Figure 1. Close-up of the layout.
Region (226, 226) to (246, 246) µm. Cells in grey, sequential cells in the stronger grey; small squares are vias.
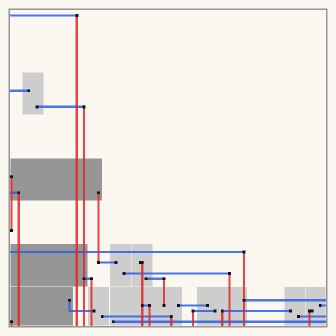
Figure 2. Cell area per tile.
31 x 31 tiles, from white (low) to dark blue (high), 0 to 100% covered.
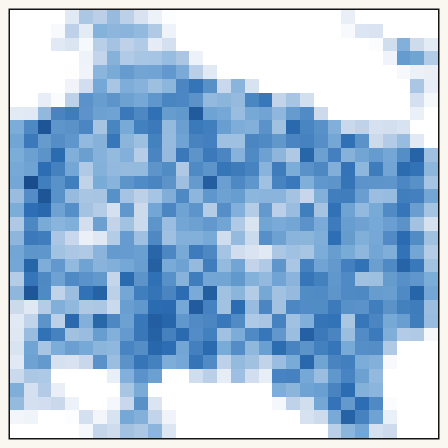
Figure 3. I/O pins on the die edge.
The bar under the picture is 100 µm long. Pins as bars across the die edge, other pins in grey.
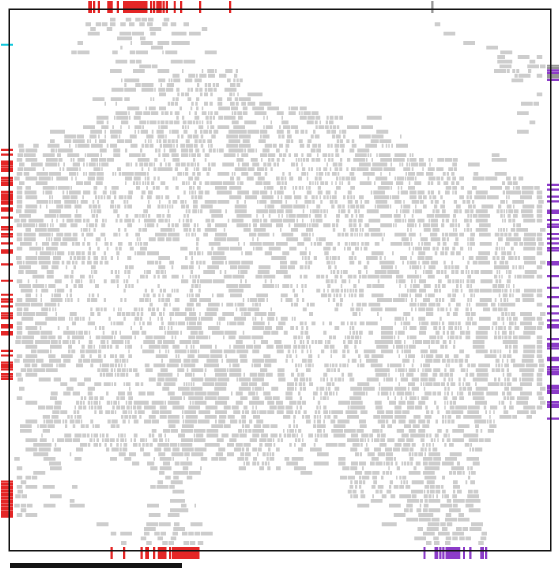
Figure 4. Placed standard cells.
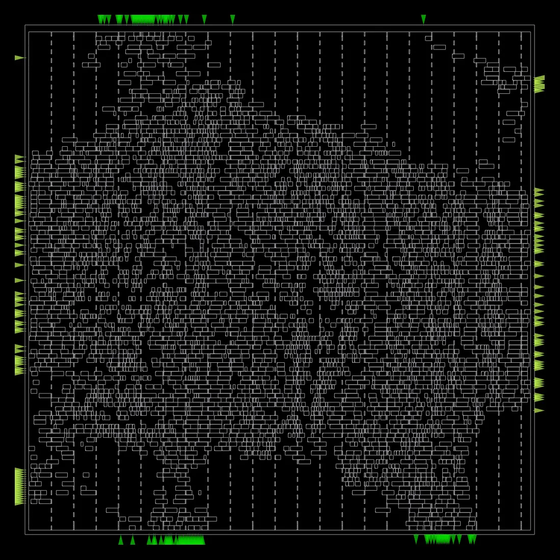
$ cat src/rtl/arith_mod_reduct_solinas3_pkg.sv
// Solinas3 reduction: elaboration-time helpers.
// Recovers P0/P1 from MOD and sizes the fold pipeline.
package arith_mod_reduct_solinas3_pkg;

  localparam int MAX_W = 256;

  typedef struct packed {
    logic [15:0] p0;
    logic [15:0] p1;
  } int_pow_t;

  // 2^W - MOD + 1 = 2^P0 + 2^P1, so the top and
  // bottom set bits of that value are P0 and P1.
  function automatic int_pow_t get_int_pow(
    input logic [MAX_W-1:0] mod,
    input int               mod_w
  );
    logic [MAX_W-1:0] d;
    int_pow_t         r;
    d = (MAX_W'(1) << mod_w) - mod + MAX_W'(1);
    r = '0;
    for (int i = 0; i < MAX_W; i++)
      if (d[i]) r.p0 = 16'(i);
    for (int i = MAX_W - 1; i >= 0; i--)
      if (d[i]) r.p1 = 16'(i);
    return r;
  endfunction

  // Width of one fold's result for a w-bit operand.
  function automatic int fold_out_w(
    input int w,
    input int mod_w,
    input int p0
  );
    int hw;
    hw = w - mod_w;
    return ((mod_w > hw + p0) ? mod_w : hw + p0) + 1;
  endfunction

  // Width entering fold number `stage` (0 = raw input).
  function automatic int get_fold_w(
    input int stage,
    input int in_w,
    input int mod_w,
    input int p0
  );
    int w;
    w = in_w;
    for (int s = 0; s < stage; s++)
      w = fold_out_w(w, mod_w, p0);
    return w;
  endfunction

  function automatic int get_fold_nb(
    input int in_w,
    input int mod_w,
    input int p0
  );
    int w;
    int n;
    w = in_w;
    n = 0;
    while (w > mod_w + 1 && n < 64) begin
      w = fold_out_w(w, mod_w, p0);
      n++;
    end
    return n;
  endfunction

  function automatic int get_latency(
    input int in_pipe,
    input int fold_nb
  );
    return in_pipe + fold_nb + 1;
  endfunction

endpackage

$ cat src/rtl/arith_mod_reduct_solinas3_fold.sv
// One registered Solinas3 fold: x' = lo + hi*(2^P0+2^P1-1).
// Ports: x_i/avail_i/side_i in, x_o/avail_o/side_o one clock later.
module arith_mod_reduct_solinas3_fold
  import arith_mod_reduct_solinas3_pkg::*;
#(
  parameter int         IN_W     = 128,
  parameter int         MOD_W    = 64,
  parameter int         P0       = 42,
  parameter int         P1       = 21,
  parameter int         SIDE_W   = 1,
  parameter logic [1:0] RST_SIDE = 2'b00,
  localparam int        OUT_W    = fold_out_w(IN_W, MOD_W, P0)
) (
  input  logic              clk,
  input  logic              s_rst,
  input  logic [IN_W-1:0]   x_i,
  input  logic              avail_i,
  input  logic [SIDE_W-1:0] side_i,
  output logic [OUT_W-1:0]  x_o,
  output logic              avail_o,
  output logic [SIDE_W-1:0] side_o
);

  localparam int HI_W = IN_W - MOD_W;

  logic [MOD_W-1:0] lo;
  logic [HI_W-1:0]  hi;
  logic [OUT_W-1:0] hi_e;
  logic [OUT_W-1:0] x_d;
  logic [OUT_W-1:0] x_q;

  assign lo   = x_i[MOD_W-1:0];
  assign hi   = x_i[IN_W-1:MOD_W];
  assign hi_e = OUT_W'(hi);

  // 2^MOD_W == 2^P0 + 2^P1 - 1; P0 >= 1 keeps it >= 0.
  assign x_d = OUT_W'(lo)
             + (hi_e << P0)
             + (hi_e << P1)
             - hi_e;

  always_ff @(posedge clk) x_q <= x_d;

  assign x_o = x_q;

  common_lib_delay_side #(
    .SIDE_W   (SIDE_W),
    .RST_SIDE (RST_SIDE)
  ) u_dly (
    .clk       (clk),
    .s_rst     (s_rst),
    .in_avail  (avail_i),
    .in_side   (side_i),
    .out_avail (avail_o),
    .out_side  (side_o)
  );

endmodule

$ cat src/rtl/common_lib_delay_side.sv
// One register stage for a valid flag plus side data.
// Ports: clk, s_rst, in_avail/in_side -> out_avail/out_side.
module common_lib_delay_side #(
  parameter int         SIDE_W   = 1,
  parameter logic [1:0] RST_SIDE = 2'b00
) (
  input  logic              clk,
  input  logic              s_rst,
  input  logic              in_avail,
  input  logic [SIDE_W-1:0] in_side,
  output logic              out_avail,
  output logic [SIDE_W-1:0] out_side
);

  logic              avail_q;
  logic [SIDE_W-1:0] side_q;

  always_ff @(posedge clk) begin
    if (s_rst) avail_q <= 1'b0;
    else       avail_q <= in_avail;
  end

  // RST_SIDE[0] wins over RST_SIDE[1]; with
  // neither set the side data is never reset.
  always_ff @(posedge clk) begin
    if (s_rst && RST_SIDE[0])
      side_q <= '0;
    else if (s_rst && RST_SIDE[1])
      side_q <= '1;
    else
      side_q <= in_side;
  end

  assign out_avail = avail_q;
  assign out_side  = side_q;

endmodule

$ cat src/rtl/arith_mod_reduct_solinas3.sv
// Pipelined reduction of a wide operand mod a Solinas3 prime.
// Ports: clk, s_rst, a/in_avail/in_side in; z/out_avail/out_side out.
module arith_mod_reduct_solinas3
  import arith_mod_reduct_solinas3_pkg::*;
#(
  parameter int               MOD_W    = 64,
  parameter logic [MOD_W-1:0] MOD      = 64'hFFFF_FBFF_FFE0_0001,
  parameter int               IN_W     = 2 * MOD_W,
  parameter int               IN_PIPE  = 1,
  parameter int               SIDE_W   = 0,
  parameter logic [1:0]       RST_SIDE = 2'b00,
  localparam int              SW       = (SIDE_W > 0) ? SIDE_W : 1
) (
  input  logic             clk,
  input  logic             s_rst,
  input  logic [IN_W-1:0]  a,
  input  logic             in_avail,
  input  logic [SW-1:0]    in_side,
  output logic [MOD_W-1:0] z,
  output logic             out_avail,
  output logic [SW-1:0]    out_side
);

  localparam int_pow_t POW = get_int_pow(MAX_W'(MOD), MOD_W);
  localparam int P0 = int'(POW.p0);
  localparam int P1 = int'(POW.p1);
  localparam int FOLD_NB = get_fold_nb(IN_W, MOD_W, P0);
  localparam int LATENCY = get_latency(IN_PIPE, FOLD_NB);

  localparam logic [MAX_W-1:0] MOD_CHK =
    (MAX_W'(1) << MOD_W) - (MAX_W'(1) << P0)
    - (MAX_W'(1) << P1) + MAX_W'(1);

  if (MOD_CHK != MAX_W'(MOD)) begin : g_bad_mod
    $fatal(1, "MOD is not a Solinas3 modulus");
  end
  if (!(P0 < MOD_W - 1 && P0 > P1 && P0 >= 1)) begin : g_bad_pow
    $fatal(1, "need MOD_W-1 > P0 > P1 >= 0");
  end
  if (IN_W <= MOD_W || IN_W > 2 * MOD_W) begin : g_bad_in_w
    $fatal(1, "IN_W out of range");
  end

  logic [IN_W-1:0] x0;
  logic            av0;
  logic [SW-1:0]   sd0;

  if (IN_PIPE != 0) begin : g_in_pipe
    logic [IN_W-1:0] a_q;
    always_ff @(posedge clk) a_q <= a;
    assign x0 = a_q;
    common_lib_delay_side #(
      .SIDE_W   (SW),
      .RST_SIDE (RST_SIDE)
    ) u_dly (
      .clk       (clk),
      .s_rst     (s_rst),
      .in_avail  (in_avail),
      .in_side   (in_side),
      .out_avail (av0),
      .out_side  (sd0)
    );
  end else begin : g_in_comb
    assign x0  = a;
    assign av0 = in_avail;
    assign sd0 = in_side;
  end

  // g_st[s] holds the operand entering fold s;
  // g_st[FOLD_NB] feeds the correction stage.
  for (genvar s = 0; s <= FOLD_NB; s++) begin : g_st
    localparam int W = get_fold_w(s, IN_W, MOD_W, P0);
    logic [W-1:0]  x;
    logic          av;
    logic [SW-1:0] sd;
    if (s == 0) begin : g_src
      assign x  = x0;
      assign av = av0;
      assign sd = sd0;
    end else begin : g_fold
      arith_mod_reduct_solinas3_fold #(
        .IN_W     (get_fold_w(s - 1, IN_W, MOD_W, P0)),
        .MOD_W    (MOD_W),
        .P0       (P0),
        .P1       (P1),
        .SIDE_W   (SW),
        .RST_SIDE (RST_SIDE)
      ) u_fold (
        .clk     (clk),
        .s_rst   (s_rst),
        .x_i     (g_st[s-1].x),
        .avail_i (g_st[s-1].av),
        .side_i  (g_st[s-1].sd),
        .x_o     (x),
        .avail_o (av),
        .side_o  (sd)
      );
    end
  end

  // MOD_W+1 bits is always below 3*MOD, so at most
  // two subtractions of MOD are ever needed.
  localparam logic [MOD_W:0] MOD1_E = {1'b0, MOD};
  localparam logic [MOD_W:0] MOD2_E = {MOD, 1'b0};

  logic [MOD_W:0]   v;
  logic             ge1;
  logic             ge2;
  logic [MOD_W-1:0] d1;
  logic [MOD_W-1:0] d2;
  logic [MOD_W-1:0] z_d;
  logic [MOD_W-1:0] z_q;

  assign v   = g_st[FOLD_NB].x;
  assign ge1 = (v >= MOD1_E);
  assign ge2 = (v >= MOD2_E);
  // Low-half differences are exact once the
  // true result is known to lie in [0, MOD).
  assign d1  = v[MOD_W-1:0] - MOD1_E[MOD_W-1:0];
  assign d2  = v[MOD_W-1:0] - MOD2_E[MOD_W-1:0];

  always_comb begin
    z_d = v[MOD_W-1:0];
    if (ge2)      z_d = d2;
    else if (ge1) z_d = d1;
  end

  always_ff @(posedge clk) z_q <= z_d;

  assign z = z_q;

  common_lib_delay_side #(
    .SIDE_W   (SW),
    .RST_SIDE (RST_SIDE)
  ) u_out_dly (
    .clk       (clk),
    .s_rst     (s_rst),
    .in_avail  (g_st[FOLD_NB].av),
    .in_side   (g_st[FOLD_NB].sd),
    .out_avail (out_avail),
    .out_side  (out_side)
  );

  if (LATENCY < 1) begin : g_bad_lat
    $fatal(1, "latency must be positive");
  end

endmodule

$ cat config.mk
export PLATFORM = sky130hd
export DESIGN_NAME = arith_mod_reduct_solinas3
export DESIGN_NICKNAME = d
export VERILOG_FILES = /design/src/rtl/arith_mod_reduct_solinas3_pkg.sv /design/src/rtl/arith_mod_reduct_solinas3_fold.sv /design/src/rtl/common_lib_delay_side.sv /design/src/rtl/arith_mod_reduct_solinas3.sv
export SDC_FILE = /design/constraint.sdc
export NUM_CORES = 2
export LEC_CHECK = 0
export CAP_MARGIN = 20
export CORE_MARGIN = 2
export CORE_UTILIZATION = 35
export CTS_CLUSTER_SIZE = 20
export DETAILED_ROUTE_END_ITERATION = 8
export PLACE_DENSITY = 0.63
export SLEW_MARGIN = 20
export SYNTH_ARGS = -nofsm -noshare
export SYNTH_HDL_FRONTEND = slang
export SYNTH_SLANG_ARGS = --single-unit
$ cat constraint.sdc
create_clock -name clk -period 5.7 [get_ports clk]
set_input_delay 0.57 -clock clk [delete_from_list [all_inputs] [get_ports clk]]
set_output_delay 0.57 -clock clk [all_outputs]
set_load 0.005 [all_outputs]
==> changes_impl.md <==
## Implementation

- Vias per cell: 5.04
- Sequential share of cell area: 23.7%
- Period utilization: 93.6%
- CP Capture Type: flip-flop
- Area post-placement: 37000 µm²
- Cells in synth_stat.txt: between 3000 and 4000
- Comb area leader: adder cells
- Synth area leader: dfxtp_1
- Worst flop-to-flop path endpoint: g_st[1].g_fold.u_fold.x_o[103]
- Setup CP Type: reg2reg
- EDFF count, synth: 0
- Number of global-route vias before repair: 26181
- Hold slack: 0.327 ns
- Final setup skew: 0.0317 ns
- CP Data Arrival Time: between 5 and 6 ns
- Setup TNS Final: 0 ns
- Critical Path Slowest Stage Cell: fa_1
- Inverters: between 500 and 600
- DR WL met2: 47300 µm
- PnR worst setup slack: 0.364 ns
- Reg2reg path depth: 19
- Mapped Cells: between 3000 and 4000
- Worst path required time: 6.22 ns
- RR Startpoint: g_in_pipe.a_q[108]
- Hold Path Class: reg2reg
- # DRC: 0
- Non-clk buf share: 5.41%
- Post-Syn Area: about 34000 µm²
- Worst Path Buf+Inv: 3
- Vias: between 20000 and 30000
- CP cell instances: inv_1, fa_1, inv_1, fa_1, inv_1, ha_1, a21oi_1, o21bai_1, a221oi_1, o21ai_0, a21oi_1, o21ai_0, a21oi_2, o21ai_0, a21boi_0, o21ai_0, a221oi_1, o21ai_0, xor2_1
- MaxCap Viol Count: 0
- Seq share, synth: 27.3%
- Gp weighted congestion: 0.972
- Site row count: ~110
- Init Core Util: a little over a third
- Total CTS buffers: 52
- Hold endpoint: g_st[3].g_fold.u_fold.u_dly.out_side
- Stages on worst setup path: 19
- Max-area cell share: 27.3%
- CTS tree: done
- Yosys cell types: between 80 and 90
- Non-clock buffer count in the final layout: 214
- Combinational Gates: 2698
- Post-Route WL: 101000 µm
- Hold Vio Cnt, Final: 0
- Post-CTS setup buffer count: 0
- WL/cell: around 19 µm
- Drt pass-1 iters: 5
- Flop area: 9210 µm²
- Global route overflow: 0
- GRT busiest layer: met2
- Yosys warning tally: 0
- Cts hold-fix bufs: 0
- Metal3 WL: 4770 µm
- Leading cell kind: combinational gates
- Log Warnings: 29
- Top cells by count, synth: 608 x ha_1, 536 x inv_1, 460 x dfxtp_1, 314 x a21oi_1, 225 x nand2_1
- Comb gate area: ~22000 µm²
- Final max-slew violation count: 0
- Yosys top cell by instances: ha_1
- Status: completed
- MUX share of area: 0%
- Inst Count DP: just over 5000
- Met3 usage: 2.68%
- Core area: between 90000 and 100000 µm²
- Cell Count, Final, Fillers Out: 5269
- Worst-path clk slew: approximately 0.060 ns
- Tapcells: 1265
- Delay-heaviest family, CP: AND-OR/OR-AND gates
- Top post-synthesis cells by area: dfxtp_1 27%, ha_1 23%, fa_1 6.8%
- Fill cells: ~9500
- CTS Sinks: 460
- Synth Area in XOR/XNOR: 7.87%
About Figure 1:
| layer | colour |
|---|---|
| M1 | blue |
| M2 | red |
most frequent: inv_1 (6), dfxtp_1 (3)
netlist names of flops here include: g_st.g_fold.u_fold.x_o (3)
sequential cells in the window: 3
cells with their middle in the window: 11

About Figure 2:
densest ninth of the die: east
nearly empty tiles: 22%
fullest tile: 89%

About Figure 3:
| port | colour | pins | direction | edge |
|---|---|---|---|---|
| a | red | 128 | input | 65 west, 34 north, 29 south |
| z | purple | 64 | output | 45 east, 19 south |
| clk | cyan | 1 | input | west |

About Figure 4:
final core occ: 40.8%
Seq cells: 460

